===== src/rtl/echo_mac_scheduler_pkg.sv =====
// echo_mac_scheduler_pkg: shared state/op encodings and period helper for the echo MAC scheduler
package echo_mac_scheduler_pkg;
  typedef enum logic [1:0] {IDLE, FILT, UPD} state_t;
  localparam logic OP_FILT = 1'b0;
  localparam logic OP_UPD = 1'b1;
  localparam int TAPS_DEF = 4;
  function automatic int min_cycle(input int taps);
    return 2 * taps + 1;
  endfunction
endpackage


===== src/rtl/sample_divider.sv =====
// sample_divider: free-running sample-period counter with a one-clock strobe at count 0
module sample_divider
  import echo_mac_scheduler_pkg::*;
#(
  parameter int TAPS = TAPS_DEF,
  parameter int CNT_W = 5
) (
  input  logic             clk,
  input  logic             reset,
  input  logic             enable,
  input  logic [CNT_W-1:0] cycle,
  output logic             strobe
);
  // the minimum period saturates at the largest value the counter can hold
  localparam int MAXC = (1 << CNT_W) - 1;
  localparam logic [CNT_W-1:0] MINC = CNT_W'(min_cycle(TAPS) > MAXC ? MAXC : min_cycle(TAPS));
  logic [CNT_W-1:0] count, per, cyc_eff;
  assign cyc_eff = cycle < MINC ? MINC : cycle;
  assign strobe = count == '0 && enable;
  always_ff @(posedge clk)
    if (reset) begin
      count <= '0;
      per <= cyc_eff;
    end else if (enable) begin
      count <= count == per - 1'b1 ? '0 : count + 1'b1;
      if (count == per - 1'b1) per <= cyc_eff;
    end
endmodule


===== src/rtl/echo_mac_scheduler.sv =====
// echo_mac_scheduler: per-sample FILT/UPD MAC sequencer with sticky overrun detection
module echo_mac_scheduler
  import echo_mac_scheduler_pkg::*;
#(
  parameter int TAPS = TAPS_DEF,
  parameter int CNT_W = 5,
  localparam int TW = TAPS > 1 ? $clog2(TAPS) : 1
) (
  input  logic             clk,
  input  logic             reset,
  input  logic             enable,
  input  logic [CNT_W-1:0] cycle,
  input  logic             upd_en,
  input  logic             ovr_clr,
  output logic             sample_strobe,
  output logic             mac_valid,
  output logic             mac_op,
  output logic [TW-1:0]    mac_tap,
  output logic             mac_clear,
  output logic             err_valid,
  output logic             done,
  output logic             busy,
  output logic             overrun
);
  state_t state;
  logic upd_q, last;
  sample_divider #(.TAPS(TAPS), .CNT_W(CNT_W)) u_div (
    .clk(clk), .reset(reset), .enable(enable), .cycle(cycle), .strobe(sample_strobe)
  );
  assign last = mac_tap == TW'(TAPS - 1);
  assign busy = state != IDLE;
  assign mac_valid = busy;
  assign mac_op = state == UPD ? OP_UPD : OP_FILT;
  assign mac_clear = state == FILT && mac_tap == '0;
  always_ff @(posedge clk)
    if (reset) begin
      state <= IDLE;
      upd_q <= 1'b0;
      mac_tap <= '0;
      err_valid <= 1'b0;
      done <= 1'b0;
      overrun <= 1'b0;
    end else begin
      err_valid <= 1'b0;
      done <= 1'b0;
      overrun <= (sample_strobe && busy) || (overrun && !ovr_clr);
      if (state == IDLE) begin
        if (sample_strobe) begin
          state <= FILT;
          upd_q <= upd_en;
        end
      end else if (last) begin
        mac_tap <= '0;
        err_valid <= state == FILT;
        done <= state == UPD || !upd_q;
        state <= state == FILT && upd_q ? UPD : IDLE;
      end else mac_tap <= mac_tap + 1'b1;
    end
endmodule


===== config.mk =====
export PLATFORM = sky130hd
export DESIGN_NAME = echo_mac_scheduler
export DESIGN_NICKNAME = d
export VERILOG_FILES = /design/src/rtl/echo_mac_scheduler_pkg.sv /design/src/rtl/sample_divider.sv /design/src/rtl/echo_mac_scheduler.sv
export SDC_FILE = /design/constraint.sdc
export NUM_CORES = 1
export LEC_CHECK = 0
export ABC_AREA = 1
export CAP_MARGIN = 30
export CORE_ASPECT_RATIO = 0.6
export CORE_MARGIN = 5
export CORE_UTILIZATION = 45
export DETAILED_ROUTE_END_ITERATION = 12
export GPL_ROUTABILITY_DRIVEN = 0
export PLACE_DENSITY = 0.71
export SYNTH_ARGS = -nofsm -noshare
export SYNTH_HDL_FRONTEND = slang
export SYNTH_HIERARCHICAL = 1
export SYNTH_SLANG_ARGS = --single-unit

===== constraint.sdc =====
create_clock -name clk -period 2.15 [get_ports clk]
set_clock_uncertainty 0.1 [all_clocks]
set_input_delay 0.645 -clock clk [delete_from_list [all_inputs] [get_ports clk]]
set_output_delay 0.645 -clock clk [all_outputs]
set_load 0.005 [all_outputs]

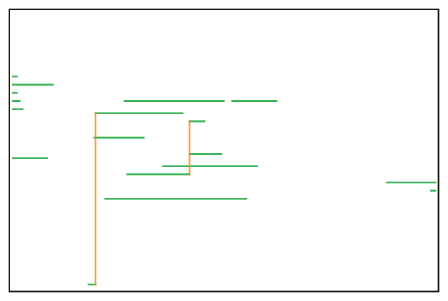
*Routed metal, one color a layer, run 1*
(6 px per µm) Two of the layers only.
| layer | color | wire length |
|---|---|---|
| met4 | orange | 37.4 µm |
| met3 | green | 131 µm |

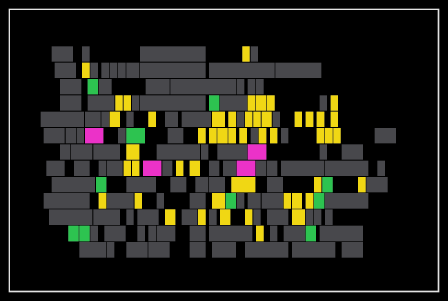
*Gate families picked out, run 1*
(6 px per µm)
| family | color | cells |
|---|---|---|
| NAND gates | yellow | 49 |
| inverting AOI/OAI gates | green | 10 |
| XOR/XNOR gates | magenta | 4 |

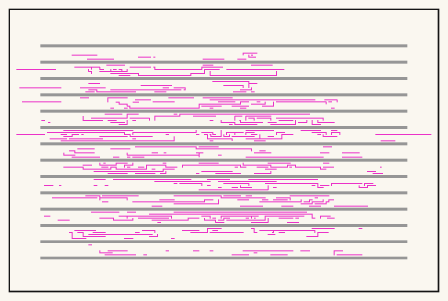
*The metal 1 layer, run 1*
(6 px per µm) Supply wires on this layer in gray.
longest straight run: 27.1 µm
main direction: horizontal
nets with wire on the layer: 171
share of all routed wire: 50%
wire length on this layer: 1160 µm

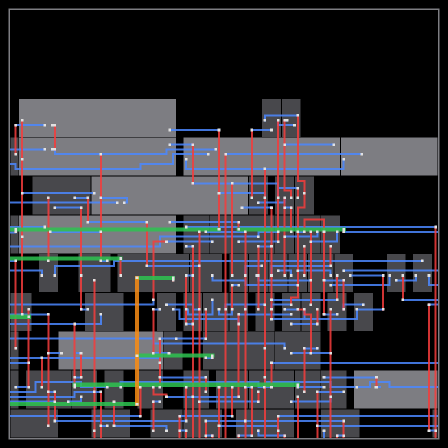
*Close-up of the layout, run 1*
Region (21, 17) to (51, 47) µm. Cells in gray, sequential cells in the stronger gray; small squares are vias.
| layer | color |
|---|---|
| met4 | orange |
| met2 | red |
| met3 | green |
| met1 | blue |
sequential cells in the window: 8
netlist names of flops here include: `u_div/per` (5), `u_div/count` (2)
most frequent: nand2_1 (16), edfxtp_1 (5)
cells with their middle in the window: 59

==> flow_metrics.tcl, run 1 <==
# flow metrics
set metrics [dict create \
    status "finished clean" \
    avgSynthCellArea_um2 7.300 \
    synth_top_area_share_pct 25.65 \
    rows 13 \
    topCellsByArea "dfxtp_1, edfxtp_1, nand2_1, ha_1, inv_1" \
    min_period_ps 2078 \
    p_sw_share_pct 28.80 \
    drt_first_pass_iters 4 \
    relSlewSlack_pct 83.60 \
    routed-via-count 926 \
    ys_top_cells_by_count "nand2_1, inv_1, dfxtp_1, nor2_1" \
    power_frac_seq_pct 44.4 \
    dr_wl_met3_um 130 \
    path_buffers 2 \
    critPathTopFamily "buffers and inverters" \
    cts_tree "built" \
    rsz0062_at_grt "no" \
    port_buffers 19 \
    hold_buffers 0 \
    power.switching_mw 0.2643 \
    crit_path_end_kind "output pin" \
    synth_warnings 6 \
    clock.fmax_mhz 481.2 \
    cts-root-buf "clkbuf_8" \
    dr_wl_met2_um 970 \
    ys_sh_aoi_pct 5.302 \
    gr-usage-all-layers_pct 15.81 \
]
## run 1: final timing paths
check,startpoint,end,slack [ps],depth (start not counted)
worst max-delay path,state[1]$_SDFFE_PP0P_,busy,70,3
worst max register to register,u_div/count[0]$_SDFFE_PP0P_,state[1]$_SDFFE_PP0P_,220,14
worst min-delay path,overrun$_SDFF_PP0_,overrun$_SDFF_PP0_,370,2
worst min register to register,overrun$_SDFF_PP0_,overrun$_SDFF_PP0_,370,2
## run 1: cell type report
type                       instances  area, µm²
sequential                        18      412.9
timing repair buffer              30      271.5
inverter                          23      86.33
multi-input combinational         95      509.2
tap                               30      37.54
clock buffer                       4      45.04
fill                             195      800.8
## run 1: flip-flops by register name (all words and copies together), names as in the netlist
signal / flops
done: 1
u_div/per: 5
err_valid: 1
upd_q: 1
overrun: 1
mac_tap: 2
u_div/count: 5
state: 2
## run 1: worst min-delay path: stages, from the launching register on
cell     delay [ps]
dfxtp_1         310
nand2_1          60
a21oi_1          50
## run 1: per-stage QoR
stage	hold WS, ps	setup TNS (ps)	total power, mW	std cells	cell area, µm²
floorplan	328.2	0	0.5506	139	1015
detailed placement	357.8	-1127	0.6627	191	1271
global route	380.4	0	0.9844	200	1363
finish	367.5	0	0.9177	200	1363
global placement	353.1	-987.1	0.6570	191	1271
CTS	369.7	0	0.9147	200	1356
## run 1: per-layer routing
layer	up-vias	track usage, %
li1	493	-
met5	-	0
met2	24	25.36
met4	0	6.742
met1	404	20.78
met3	5	4.060
## run 1: power by group through the flow
stage	Clock, mW	Combinational, mW	Sequential [mW]
detailed placement	0	0.251	0.412
global route	0.267	0.305	0.412
floorplan	0	0.138	0.412
CTS	0.244	0.266	0.405
global placement	0	0.246	0.411
finish	0.237	0.273	0.408
==> run 2, diff against run 1 <==
--- a/config.mk
+++ b/config.mk
@@ -8,7 +8,7 @@
 export ABC_AREA = 1
 export CAP_MARGIN = 30
 export CORE_ASPECT_RATIO = 0.6
-export CORE_MARGIN = 5
+export CORE_MARGIN = 4
 export CORE_UTILIZATION = 45
 export DETAILED_ROUTE_END_ITERATION = 12
 export GPL_ROUTABILITY_DRIVEN = 0
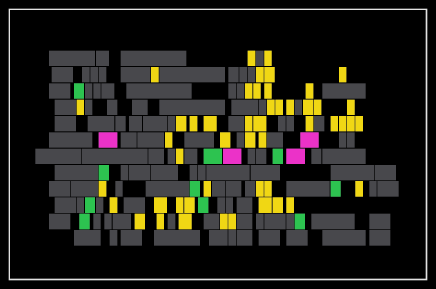
*Gate families picked out, run 2*
(6 px per µm)
| family | color | cells |
|---|---|---|
| XOR/XNOR gates | magenta | 4 |
| inverting AOI/OAI gates | green | 10 |
| NAND gates | yellow | 49 |

==> run 2 against run 1 <==
  * Hold slack lost 4.3 ps
  * Final area shrank 1.7%
  * Synthesized area is the same
  * Total power shrank 0.13%
  * Clock-buffer cell count shrank 1
  * Highest routed layer unchanged
  * Final cell count shrank 1.5%
  * Sequential share of layout area grew 0.60 points
  * Critical path type unchanged
  * Sequential power grew 1%
  * Maximum frequency shrank 1.1%
  * Combinational power shrank 3%
==> flow_metrics.tcl, run 2 <==
# flow metrics
set metrics [dict create \
    status "finished clean" \
    fin_hold_ws_ps 363.2 \
    crit_path_end_kind "output pin" \
    rows 12 \
    port_buffers 19 \
    avgSynthCellArea_um2 7.300 \
    powerComb_mw 0.266 \
    power_leader "sequential cells" \
    power_frac_seq_pct 44.9 \
    synth_warnings 6 \
    drt_first_pass_iters 4 \
    ys_sh_aoi_pct 5.302 \
    holdPathEnd "overrun$_SDFF_PP0_" \
    min_path_cells 2 \
    power_clock_mw 0.239 \
    routed-via-count 963 \
    min-delay-start "overrun$_SDFF_PP0_" \
    r2r.worst_path.cells 14 \
    cts_tree "built" \
    reg_top3 "u_div/count (5), u_div/per (5)" \
    p_sw_share_pct 29.91 \
    core_area_mm2 0.001982 \
    slew_viol_final 0 \
    r2r_start "u_div/count[0]$_SDFFE_PP0P_" \
    power.switching_mw 0.2741 \
    cts-root-buf "clkbuf_8" \
    fill_cells 170 \
    synthCells 139 \
    r2r_setup_slack_ps 110 \
    ys_top_cells_by_count "nand2_1, inv_1, dfxtp_1, nor2_1" \
    min_period_ps 2102 \
    gr-usage-all-layers_pct 16.63 \
    topCellsByArea "dfxtp_1, edfxtp_1, nand2_1, ha_1, inv_1" \
    path_buffers 2 \
    synth_top_area_share_pct 25.65 \
    rsz0062_at_grt "no" \
    rr_endpoint "state[1]$_SDFFE_PP0P_" \
    critPathTopFamily "buffers and inverters" \
    relSlewSlack_pct 83.04 \
]
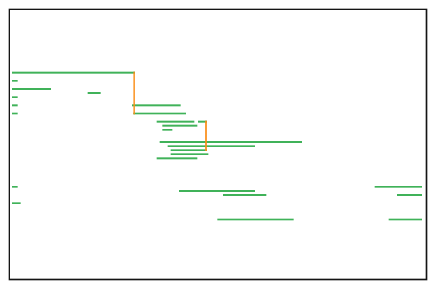
*Routed metal, one color a layer, run 2*
(6 px per µm) Two of the layers only.
| layer | color | wire length |
|---|---|---|
| met3 | green | 168 µm |
| met4 | orange | 11.6 µm |

[run 2: cell counts after synthesis]
No cell type changed its count.
[run 2: tightest hold or removal path, cell delays in order, from the launching register on]
cell     delay, ps
dfxtp_1        310
nand2_1         60
a21oi_1         50
[run 2: how the worst max path moves through the flow]
| stage | startpoint | to | cells past startpoint |
|---|---|---|---|
| final | state[0]$_SDFFE_PP0P_ | busy | 3 |
| after global routing | state[1]$_SDFFE_PP0P_ | busy | 3 |
| after CTS | state[1]$_SDFFE_PP0P_ | mac_valid | 3 |
| after detailed placement | enable | sample_strobe | 4 |
| after global placement | enable | sample_strobe | 4 |
| after floorplan | enable | sample_strobe | 3 |
[run 2: area by class of cell]
class | count | area, µm² | share of cell area, %
tap | 28 | 35.03 | 2.614
timing repair buffer | 29 | 257.7 | 19.23
sequential | 18 | 414.1 | 30.91
clock inverter | 1 | 3.754 | 0.2801
inverter | 23 | 86.33 | 6.443
multi-input combinational | 95 | 501.7 | 37.44
clock buffer | 3 | 41.29 | 3.081
[run 2: timing repair]
| item | in CTS | in global routing |
|---|---|---|
| endpoints found under the setup margin | 2 | 4 |
| pin swaps | 1 | 0 |
| resized | 7 | 2 |
| hold endpoints to repair | 0 | 0 |
| setup buffers | 5 | 0 |
[run 2: per-stage QoR]
step                TNS (ps)  area [µm²]  std cells  power, mW  util (%)
global placement      -834.5        1261        188     0.6550     63.64
global route               0        1340        197     0.9697     67.61
floorplan                  0        1015        139     0.5506         -
CTS                        0        1338        197     0.9164     67.49
finish                     0        1340        197     0.9165     67.61
detailed placement    -999.1        1261        188     0.6643     63.64
[run 2: routing by layer]
layer  share of wire, %  GRT usage (%)
met5                  0              0
met1                 50          22.13
met3                6.7          5.556
met4               0.44          3.502
met2                 43          26.70
Power figures rest on the tool's default switching activity, not on a simulated workload.
